==> config.mk <==
export PLATFORM = sky130hd
export DESIGN_NAME = renkon_seq
export DESIGN_NICKNAME = d
export VERILOG_FILES = /design/src/rtl/renkon_seq.sv
export SDC_FILE = /design/constraint.sdc
export NUM_CORES = 2
export LEC_CHECK = 0
export CAP_MARGIN = 20
export CORE_MARGIN = 8
export CORE_UTILIZATION = 40
export DETAILED_ROUTE_END_ITERATION = 7
export PLACE_DENSITY_LB_ADDON = 0.08
export SLEW_MARGIN = 10
export SYNTH_ARGS = -nofsm -noshare
export SYNTH_HDL_FRONTEND = slang
export SYNTH_SLANG_ARGS = --single-unit
==> constraint.sdc <==
create_clock -name clk -period 15.7 [get_ports clk]
set_clock_uncertainty 0.05 [all_clocks]
set_input_delay 2.355 -clock clk [delete_from_list [all_inputs] [get_ports clk]]
set_output_delay 2.355 -clock clk [all_outputs]
set_load 0.01 [all_outputs]
==> src/rtl/renkon_seq.sv <==
`timescale 1ns/1ps
// Layer sequencer for the renkon conv engine: walks one conv layer output-stationary
// over core groups, drives memory addresses and PE control, then serialises results.
module renkon_seq #(
  parameter int unsigned CORE     = 8,
  parameter int unsigned IMGSIZE  = 12,
  parameter int unsigned NETSIZE  = 11,
  parameter int unsigned LWIDTH   = 10,
  parameter int unsigned CORE_LAT = 4
) (
  input  logic                      clk,
  input  logic                      xrst,
  input  logic                      req,
  input  logic                      img_we,
  input  logic [IMGSIZE-1:0]        input_addr,
  input  logic [IMGSIZE-1:0]        output_addr,
  input  logic [$clog2(CORE):0]     net_we,
  input  logic [NETSIZE-1:0]        net_addr,
  input  logic [LWIDTH-1:0]         total_out,
  input  logic [LWIDTH-1:0]         total_in,
  input  logic [LWIDTH-1:0]         img_size,
  input  logic [LWIDTH-1:0]         fil_size,
  output logic                      ack,
  output logic                      mem_img_we,
  output logic [IMGSIZE-1:0]        mem_img_addr,
  output logic [CORE-1:0]           mem_net_we,
  output logic [NETSIZE-1:0]        mem_net_addr,
  output logic                      pix_valid,
  output logic                      first_in,
  output logic                      last_in,
  output logic [CORE-1:0]           core_en,
  output logic [$clog2(CORE)-1:0]   out_sel
);

  localparam int unsigned SELW = $clog2(CORE);
  localparam int unsigned NWEW = $clog2(CORE) + 1;
  localparam int unsigned CNTW = $clog2(CORE) + 1;
  localparam int unsigned LATW = $clog2(CORE_LAT + 1);
  localparam int unsigned GW   = LWIDTH + 1;

  typedef enum logic [2:0] {S_IDLE, S_CHECK, S_READ, S_WAIT, S_WRITE, S_DONE} state_t;

  state_t               state, state_n;
  logic [IMGSIZE-1:0]   in_base, in_base_n, out_base, out_base_n;
  logic [LWIDTH-1:0]    t_out, t_out_n, t_in, t_in_n, i_sz, i_sz_n, f_sz, f_sz_n;
  logic [LWIDTH-1:0]    og, og_n, y, y_n, x, x_n, ii, ii_n, fy, fy_n, fx, fx_n;
  logic [LATW-1:0]      wcnt, wcnt_n;
  logic [CNTW-1:0]      wc, wc_n;

  logic                 ack_d, img_we_d, pix_valid_d, first_d, last_d;
  logic [IMGSIZE-1:0]   img_addr_d;
  logic [NETSIZE-1:0]   net_addr_d;
  logic [CORE-1:0]      net_we_d, core_en_d;
  logic [SELW-1:0]      out_sel_d;

  // Layer geometry derived from the latched shape
  logic [LWIDTH-1:0]    osz;
  logic [IMGSIZE-1:0]   isz_i, img_sq, osz_i, osz_sq;
  logic [NETSIZE-1:0]   fsz_n, kern, in_k, net_base;
  logic [GW-1:0]        grp_lo, remaining;
  logic                 last_grp, bad_shape;
  logic [CNTW-1:0]      n_act;
  logic [CORE-1:0]      core_mask;
  logic                 fx_last, fy_last, ii_last, x_last, y_last, wc_last, wcnt_last;
  logic [IMGSIZE-1:0]   rd_img_addr, wr_img_addr;
  logic [NETSIZE-1:0]   rd_net_addr;

  always_comb begin
    osz         = i_sz - f_sz + LWIDTH'(1);
    isz_i       = IMGSIZE'(i_sz);
    img_sq      = isz_i * isz_i;
    osz_i       = IMGSIZE'(osz);
    osz_sq      = osz_i * osz_i;
    fsz_n       = NETSIZE'(f_sz);
    kern        = fsz_n * fsz_n;
    in_k        = NETSIZE'(t_in) * kern;
    net_base    = NETSIZE'(og) * in_k;
    grp_lo      = GW'(og) * GW'(CORE);
    remaining   = GW'(t_out) - grp_lo;
    last_grp    = remaining <= GW'(CORE);
    n_act       = last_grp ? CNTW'(remaining) : CNTW'(CORE);
    for (int unsigned c = 0; c < CORE; c++) core_mask[c] = CNTW'(c) < n_act;
    bad_shape   = (t_out == '0) || (t_in == '0) || (f_sz == '0) || (f_sz > i_sz);
    fx_last     = fx == f_sz - LWIDTH'(1);
    fy_last     = fy == f_sz - LWIDTH'(1);
    ii_last     = ii == t_in - LWIDTH'(1);
    x_last      = x == osz - LWIDTH'(1);
    y_last      = y == osz - LWIDTH'(1);
    wc_last     = wc == n_act - CNTW'(1);
    wcnt_last   = wcnt == LATW'(CORE_LAT - 1);
    rd_img_addr = in_base + IMGSIZE'(ii) * img_sq + IMGSIZE'(y + fy) * isz_i
                  + IMGSIZE'(x + fx);
    rd_net_addr = net_base + NETSIZE'(ii) * kern + NETSIZE'(fy) * fsz_n + NETSIZE'(fx);
    wr_img_addr = out_base + IMGSIZE'(grp_lo + GW'(wc)) * osz_sq + IMGSIZE'(y) * osz_i
                  + IMGSIZE'(x);
  end

  // Next state, counters and next registered output values
  always_comb begin
    state_n     = state;
    in_base_n   = in_base;
    out_base_n  = out_base;
    t_out_n     = t_out;
    t_in_n      = t_in;
    i_sz_n      = i_sz;
    f_sz_n      = f_sz;
    og_n        = og;
    y_n         = y;
    x_n         = x;
    ii_n        = ii;
    fy_n        = fy;
    fx_n        = fx;
    wcnt_n      = wcnt;
    wc_n        = wc;
    ack_d       = 1'b0;
    img_we_d    = 1'b0;
    pix_valid_d = 1'b0;
    first_d     = 1'b0;
    last_d      = 1'b0;
    img_addr_d  = '0;
    net_addr_d  = '0;
    net_we_d    = '0;
    core_en_d   = '0;
    out_sel_d   = '0;
    case (state)
      S_IDLE: begin
        img_we_d   = img_we;
        img_addr_d = input_addr;
        net_addr_d = net_addr;
        for (int unsigned c = 0; c < CORE; c++) net_we_d[c] = net_we == NWEW'(c + 1);
        if (req) begin
          state_n    = S_CHECK;
          in_base_n  = input_addr;
          out_base_n = output_addr;
          t_out_n    = total_out;
          t_in_n     = total_in;
          i_sz_n     = img_size;
          f_sz_n     = fil_size;
        end
      end
      S_CHECK: begin
        og_n = '0; y_n = '0; x_n = '0; ii_n = '0; fy_n = '0; fx_n = '0;
        wcnt_n = '0; wc_n = '0;
        state_n = bad_shape ? S_DONE : S_READ;
      end
      S_READ: begin
        pix_valid_d = 1'b1;
        img_addr_d  = rd_img_addr;
        net_addr_d  = rd_net_addr;
        core_en_d   = core_mask;
        first_d     = (ii == '0) && (fy == '0) && (fx == '0);
        last_d      = ii_last && fy_last && fx_last;
        if (!fx_last) fx_n = fx + LWIDTH'(1);
        else begin
          fx_n = '0;
          if (!fy_last) fy_n = fy + LWIDTH'(1);
          else begin
            fy_n = '0;
            if (!ii_last) ii_n = ii + LWIDTH'(1);
            else begin
              ii_n    = '0;
              wcnt_n  = '0;
              state_n = S_WAIT;
            end
          end
        end
      end
      S_WAIT: begin
        core_en_d = core_mask;
        if (wcnt_last) begin
          wc_n    = '0;
          state_n = S_WRITE;
        end else wcnt_n = wcnt + LATW'(1);
      end
      S_WRITE: begin
        img_we_d   = 1'b1;
        img_addr_d = wr_img_addr;
        out_sel_d  = SELW'(wc);
        core_en_d  = core_mask;
        if (!wc_last) wc_n = wc + CNTW'(1);
        else begin
          wc_n    = '0;
          state_n = S_READ;
          if (!x_last) x_n = x + LWIDTH'(1);
          else begin
            x_n = '0;
            if (!y_last) y_n = y + LWIDTH'(1);
            else begin
              y_n = '0;
              if (last_grp) state_n = S_DONE;
              else og_n = og + LWIDTH'(1);
            end
          end
        end
      end
      S_DONE: begin
        ack_d   = 1'b1;
        state_n = S_IDLE;
      end
      default: state_n = S_IDLE;
    endcase
  end

  always_ff @(posedge clk or posedge xrst) begin
    if (xrst) begin
      state        <= S_IDLE;
      in_base      <= '0;
      out_base     <= '0;
      t_out        <= '0;
      t_in         <= '0;
      i_sz         <= '0;
      f_sz         <= '0;
      og           <= '0;
      y            <= '0;
      x            <= '0;
      ii           <= '0;
      fy           <= '0;
      fx           <= '0;
      wcnt         <= '0;
      wc           <= '0;
      ack          <= 1'b0;
      mem_img_we   <= 1'b0;
      mem_img_addr <= '0;
      mem_net_we   <= '0;
      mem_net_addr <= '0;
      pix_valid    <= 1'b0;
      first_in     <= 1'b0;
      last_in      <= 1'b0;
      core_en      <= '0;
      out_sel      <= '0;
    end else begin
      state        <= state_n;
      in_base      <= in_base_n;
      out_base     <= out_base_n;
      t_out        <= t_out_n;
      t_in         <= t_in_n;
      i_sz         <= i_sz_n;
      f_sz         <= f_sz_n;
      og           <= og_n;
      y            <= y_n;
      x            <= x_n;
      ii           <= ii_n;
      fy           <= fy_n;
      fx           <= fx_n;
      wcnt         <= wcnt_n;
      wc           <= wc_n;
      ack          <= ack_d;
      mem_img_we   <= img_we_d;
      mem_img_addr <= img_addr_d;
      mem_net_we   <= net_we_d;
      mem_net_addr <= net_addr_d;
      pix_valid    <= pix_valid_d;
      first_in     <= first_d;
      last_in      <= last_d;
      core_en      <= core_en_d;
      out_sel      <= out_sel_d;
    end
  end

endmodule
==> results_dict.tcl <==
# implementation run metrics
set metrics [dict create \
    flop-count 181 \
    rsz0062_at_grt "no" \
    cts-root-buf "clkbuf_16" \
    taps 1050 \
    crit_arrival_ns 14.58 \
    comb_share_pct 69.69 \
    clk_share_pct 1.905 \
    post-cts-setup-buffers 0 \
    cts_resized 0 \
    worst_hold_path.num_cells 1 \
    cts_tree "yes" \
    hold_buffers 0 \
    crit_fanout 18 \
    grt_antenna_before_repair 3 \
    ys_types 91 \
    cpPeakStageDelay_ns 0.79 \
    grt_start_max_net_pins 124 \
    syn_nets 4342 \
    yosys.area.top_type "fa_1" \
    nMultiInputCombCells 2525 \
    pre_cts_slack_ns 1.486 \
    yosysTopAreaCellShare_pct 28.07 \
    vias 23760 \
    ys_top_cells_by_count "inv_1, fa_1, nand2_1" \
    dr_wl_met3_mm 4.765 \
    cp_top_family "adder cells" \
    h-tree-depth 4 \
    cts_buffers 17 \
    synth_flops 181 \
    postRouteAntennaNets 0 \
    outcome "finished, final reports clean" \
    finalInstanceArea_mm2 0.03469 \
    async_flop_share_pct 100.0 \
    yosys_area_mm2 0.03159 \
    wl_met2_mm 48.08 \
    dp_hpwl_mm 81.80 \
    area_growth_pct 9.790 \
]
==> cell families (layout without fill, tap and decap cells) <==
group / Yosys count / in the layout / synth area share, %
simple gates: 1054 / 1054 / 16.58
fa+ha+maj: 793 / 793 / 41.93
buf+inv: 760 / 834 / 9.176
xor+xnor: 326 / 326 / 10.19
compound gates: 312 / 312 / 6.400
flops: 181 / 181 / 14.34
mux: 40 / 40 / 1.386
==> state kept, by name, summed over array words and instances (netlist names), 10 cells and up <==
signal / flops
f_sz: 10
fx: 10
fy: 10
i_sz: 10
ii: 10
in_base: 12
mem_img_addr: 12
mem_net_addr: 11
og: 10
out_base: 12
t_in: 10
t_out: 10
x: 10
y: 10
==> images/zoom.png <==
Window x 136 to 161, y 136 to 161 um. Cells in gray, sequential cells in the stronger gray; small squares are vias.
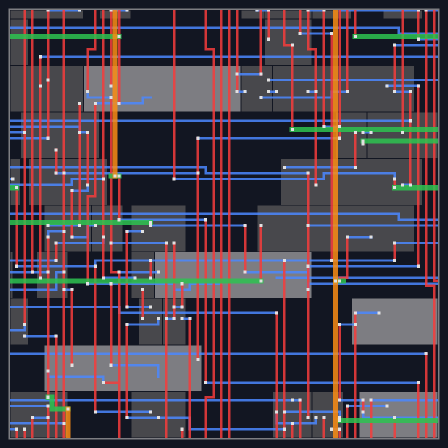
layer	color
met3	green
met2	red
met4	orange
met1	blue
most frequent	dfrtp_1 (4), ha_1 (3)
sequential cells in the window	4
cells with their middle in the window	24
netlist names of flops here include	`f_sz` (2), `fy` (2)

==> images/drive_strength.png <==
Scale: 1.5 px per um.
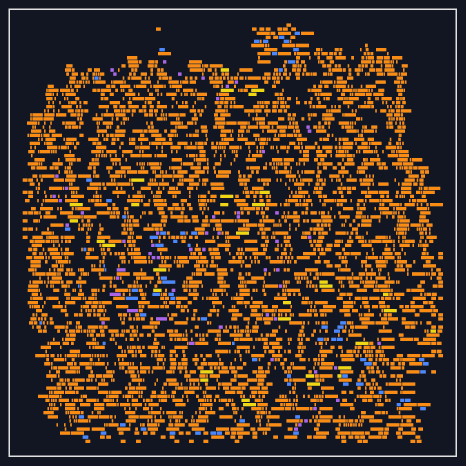
size	color	cells	share
drive 3 to 4	purple	56	1.6%
drive 2	blue	73	2.1%
drive 6 and up	yellow	33	0.93%
drive 1 or less	orange	3378	95%

==> images/final_congestion.png <==
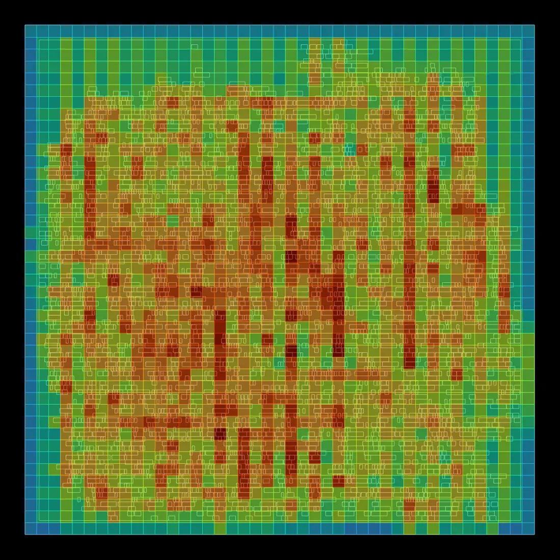
DR WL/cell: 22.01 um
M1 GR Usage: 32.21%
final core utilization: 44.12%
met3 Track Usage GR: 2.844%

==> images/met2.png <==
Scale: 1 px per um.
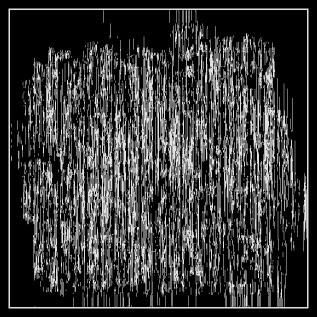
share of all routed wire	48%
longest straight run	82.6 um
wire length on this layer	48.1 mm
main direction	vertical

==> images/density.png <==
Scale: 1 px per um. The die is cut into 30 by 30 equal tiles; black is low, pale yellow is high, 0 to 100% covered.
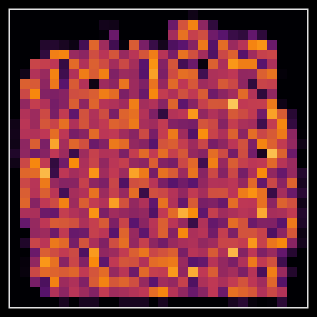
fullest tile	88%
nearly empty tiles	17%
mean over tiles	38%
tiles over 75% full	2.7%
CORE AREA: 0.07861 mm2
Init Core Util: 40.19%

